Clock wiring as the flow saved it:
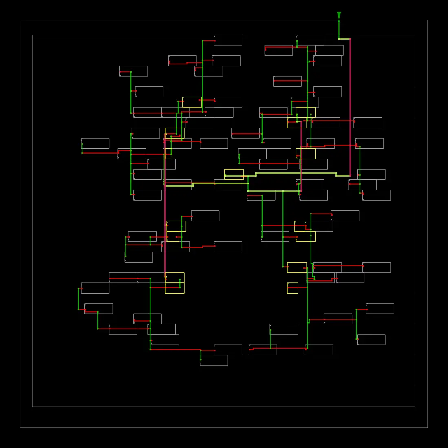
The metal 2 layer:
Scale: 3 px per um. Cells faint in the background.
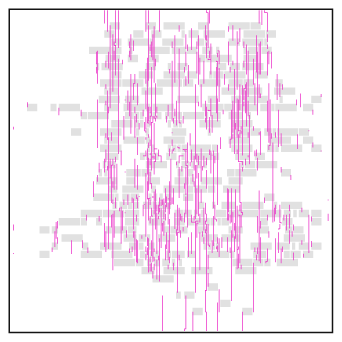
Close-up of the layout:
Window x 70 to 90, y 70 to 90 um. Cells in gray, sequential cells in the stronger gray; small squares are vias.
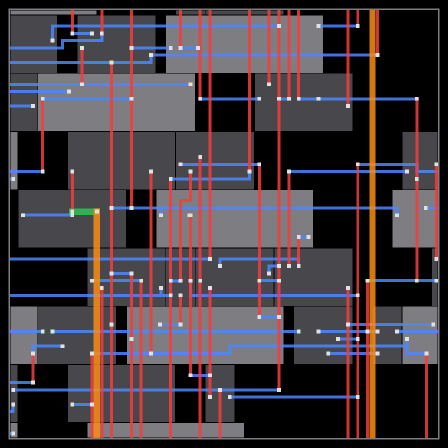
Port wiring:
Scale: 3 px per um.
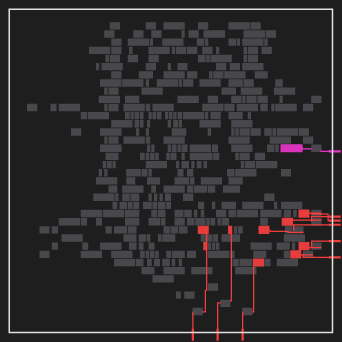
Metal layers overlaid:
Scale: 6 px per um. Only two layers are drawn.
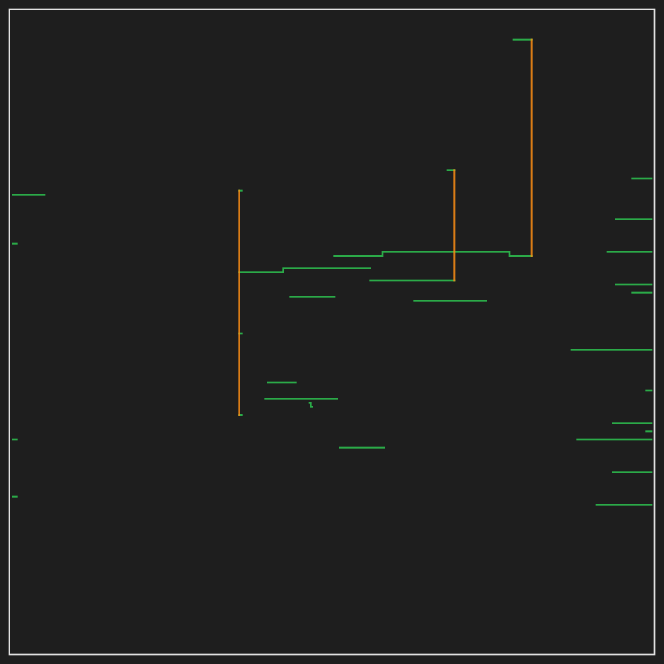
==> config.mk <==
export PLATFORM = sky130hd
export DESIGN_NAME = spi_slave_frontend_flat
export DESIGN_NICKNAME = d
export VERILOG_FILES = /design/src/rtl/spi_slave_frontend_if.sv /design/src/rtl/spi_slave_frontend.sv /design/src/flat_wrapper.sv
export SDC_FILE = /design/constraint.sdc
export NUM_CORES = 1
export LEC_CHECK = 0
export ABC_CLOCK_PERIOD_IN_PS = 3200
export CAP_MARGIN = 20
export CORE_MARGIN = 3
export CORE_UTILIZATION = 30
export CTS_BUF_LIST = sky130_fd_sc_hd__clkbuf_8
export DETAILED_ROUTE_END_ITERATION = 8
export GPL_ROUTABILITY_DRIVEN = 0
export MAX_ROUTING_LAYER = met4
export SYNTH_ARGS = -nofsm -noshare
export SYNTH_HDL_FRONTEND = slang
export SYNTH_SLANG_ARGS = --single-unit
==> constraint.sdc <==
create_clock -name clk -period 3.2 [get_ports clk]
set_input_delay 0.64 -clock clk [delete_from_list [all_inputs] [get_ports clk]]
set_output_delay 0.64 -clock clk [all_outputs]
set_load 0.05 [all_outputs]
==> job_summary.md <==
### Yosys + OpenROAD results

| Metric | Value |
|---|---|
| Worst vdd ir | 0.000167 V |
| Max-cap viol count | 0 |
| Core area | 0.00986 mm2 |
| Post-synth EDFFs | 0 |
| Global-route wire length before repair | 10400 um |
| Critical Path RT | 3.45 ns |
| Final setup violation count | 0 |
| Placed cell areas | 0.00347 mm2 |
| Status | finished, final reports clean |
| Fin crit period | 2.31 ns |
| Yosys Instances | 320 |
| Log Warnings | 28 |
| Final setup TNS | 0 ns |
| Hold depth | 1 |
| P&R area growth vs syn | 18.5% |
| Share of cells above drive strength 1 | 11.4% |
| Max-slew violations | 0 |
| Clock buffer depth | 2 |
| Power per cell area | 459 mW/mm2 |
| Synth Flop Type | dfxtp_1 |
| Crit Path Class | reg -> reg |
| Worst Skew | 0.00858 ns |
| Cells resized by post-CTS repair | 0 |
| R2r setup slk | 0.89 ns |
| Worst path cell trace | nor3b_2 > and2_1 > and3_1 > nor2_1 > a211oi_2 |
| Synth unique cells | 50 |
| Fin nets | 365 |
| DRC Markers | 0 |
| Vias per cell | 4.62 |
| Critical Path AT | 2.57 ns |
| Hold-fix buffers, CTS | 0 |
| Fmax achieved | 432 MHz |
| TritonRoute pass-1 iters | 4 |
| Critical path capture point type | flip-flop |
| Vias in the first global route | 2110 |
| Reg2reg path depth | 5 |
| DP Cell Count | 469 |
| Htree depth | 3 |
| Postcts setup bufs | 0 |
| DP HPWL | 4100 um |
| Cell count after synthesis | 320 |
Notes on 'clock wiring as the flow saved it' above:
# clk buffers: 11
P_clk: 0.000647 W
Latency at later pin: 0.33 ns
FF+latch count: 72
cts bufs inserted: 9

Notes on 'the metal 2 layer' above:
main direction: vertical
longest straight run: 37.1 um
nets with wire on the layer: 288
share of all routed wire: 46%
WL final: 6000 um
grt met2 use: 17.1%
Via Count: 2237

Notes on 'close-up of the layout' above:
| color | layer |
|---|---|
| green | met3 |
| orange | met4 |
| red | met2 |
| blue | met1 |
cells with their middle in the window: 20
most frequent: mux2i_1 (7), dfxtp_1 (4)
sequential cells in the window: 4

Notes on 'port wiring' above:
| color | port | bits | direction | edge | end cells | wire |
|---|---|---|---|---|---|---|
| red | `bus_dout` | 8 | input | 5 right, 3 bottom | 9 | 195 um |
| magenta | `bus_tx_en` | 1 | output | right | 1 | 7.20 um |
Ports: 34
PortBufs: 33

Notes on 'metal layers overlaid' above:
| color | layer | wire length |
|---|---|---|
| green | met3 | 202 um |
| orange | met4 | 91.8 um |
wire per inst: 12.4 um
Total GRT Usage: 11.6%

## placed cells by master, fill, tap and decap left out, drive strengths merged, types with 2 or more instances in the layout
master,count
or3b,2
nor2b,7
o31ai,2
o21ai,3
nor3,4
buf,3
nor3b,5
ha,4
inv,5
nand2b,5
nand3,5
nor2,49
clkdlybuf4s50,32
a221oi,2
dfxtp,72
a21o,2
mux2i,39
clkinvlp,2
or3,2
a21oi,20
nor4,2
a211oi,15
nand3b,3
nand2,35
or2,4
and3,3
clkbuf,11
## routing by layer
layer,vias up,global-route usage (%),share of wire [%]
li1,1155,-,-
met1,1035,15.9,49
met2,39,17.1,46
met3,8,2.10,3.4
met4,0,4.66,1.5
met5,-,-,0
## cells by family after synthesis
| family | after synthesis | synth area share [%] |
|---|---|---|
| xor+xnor | 2 | 0.569 |
| fa+ha+maj | 4 | 1.63 |
| flops | 72 | 46.8 |
| simple gates | 129 | 22.0 |
| compound gates | 50 | 11.7 |
| buf+inv | 23 | 4.27 |
| mux | 40 | 13.0 |
## synth_stat cells, types with 2 or more instances
| cell type | instances | share of area, % |
|---|---|---|
| a211oi_1 | 11 | 2.7 |
| a211oi_2 | 4 | 1.6 |
| a21o_1 | 2 | 0.49 |
| a21oi_1 | 19 | 3.1 |
| a221oi_1 | 2 | 0.57 |
| and3_1 | 3 | 0.61 |
| buf_2 | 3 | 0.49 |
| buf_4 | 3 | 0.73 |
| buf_6 | 4 | 1.5 |
| clkbuf_1 | 8 | 0.98 |
| dfxtp_1 | 72 | 47 |
| ha_1 | 4 | 1.6 |
| inv_1 | 4 | 0.49 |
| mux2i_1 | 39 | 13 |
| nand2_1 | 35 | 4.3 |
| nand2b_1 | 4 | 0.81 |
| nand3_1 | 3 | 0.49 |
| nand3b_1 | 3 | 0.73 |
| nor2_1 | 46 | 5.6 |
| nor2_2 | 3 | 0.61 |
| nor2b_1 | 7 | 1.4 |
| nor3_1 | 3 | 0.49 |
| nor3b_2 | 4 | 1.6 |
| o21ai_1 | 2 | 0.33 |
| o31ai_1 | 2 | 0.49 |
| or2_2 | 4 | 0.81 |
| or3_1 | 2 | 0.41 |
| or3b_1 | 2 | 0.57 |
## power by group
| group | switching [W] | leakage, nW | total [W] | internal [W] |
|---|---|---|---|---|
| logic | 0.0000516 | 0.732 | 0.0000982 | 0.0000466 |
| clock network | 0.000326 | 0.0878 | 0.000647 | 0.000321 |
| registers | 0.0000133 | 0.582 | 0.000930 | 0.000916 |
## area by class of cell
cell class                      instances  area share (%)
Clock buffer                           11            4.15
Inverter                                4           0.412
Multi-Input combinational cell        225            41.3
Clock inverter                          4           0.789
Timing Repair Buffer                   35            9.33
Sequential cell                        72            39.5
Tap cell                              133            4.56
## critical path: cells and delay by family (launching register included)
| kind | cells | cell delay, ns |
|---|---|---|
| AND-OR/OR-AND | 1 | 0.22 |
| AND/OR/NAND/NOR | 4 | 1.40 |
| flip-flops | 1 | 0.60 |
Power is estimated from default activity; no workload was simulated.
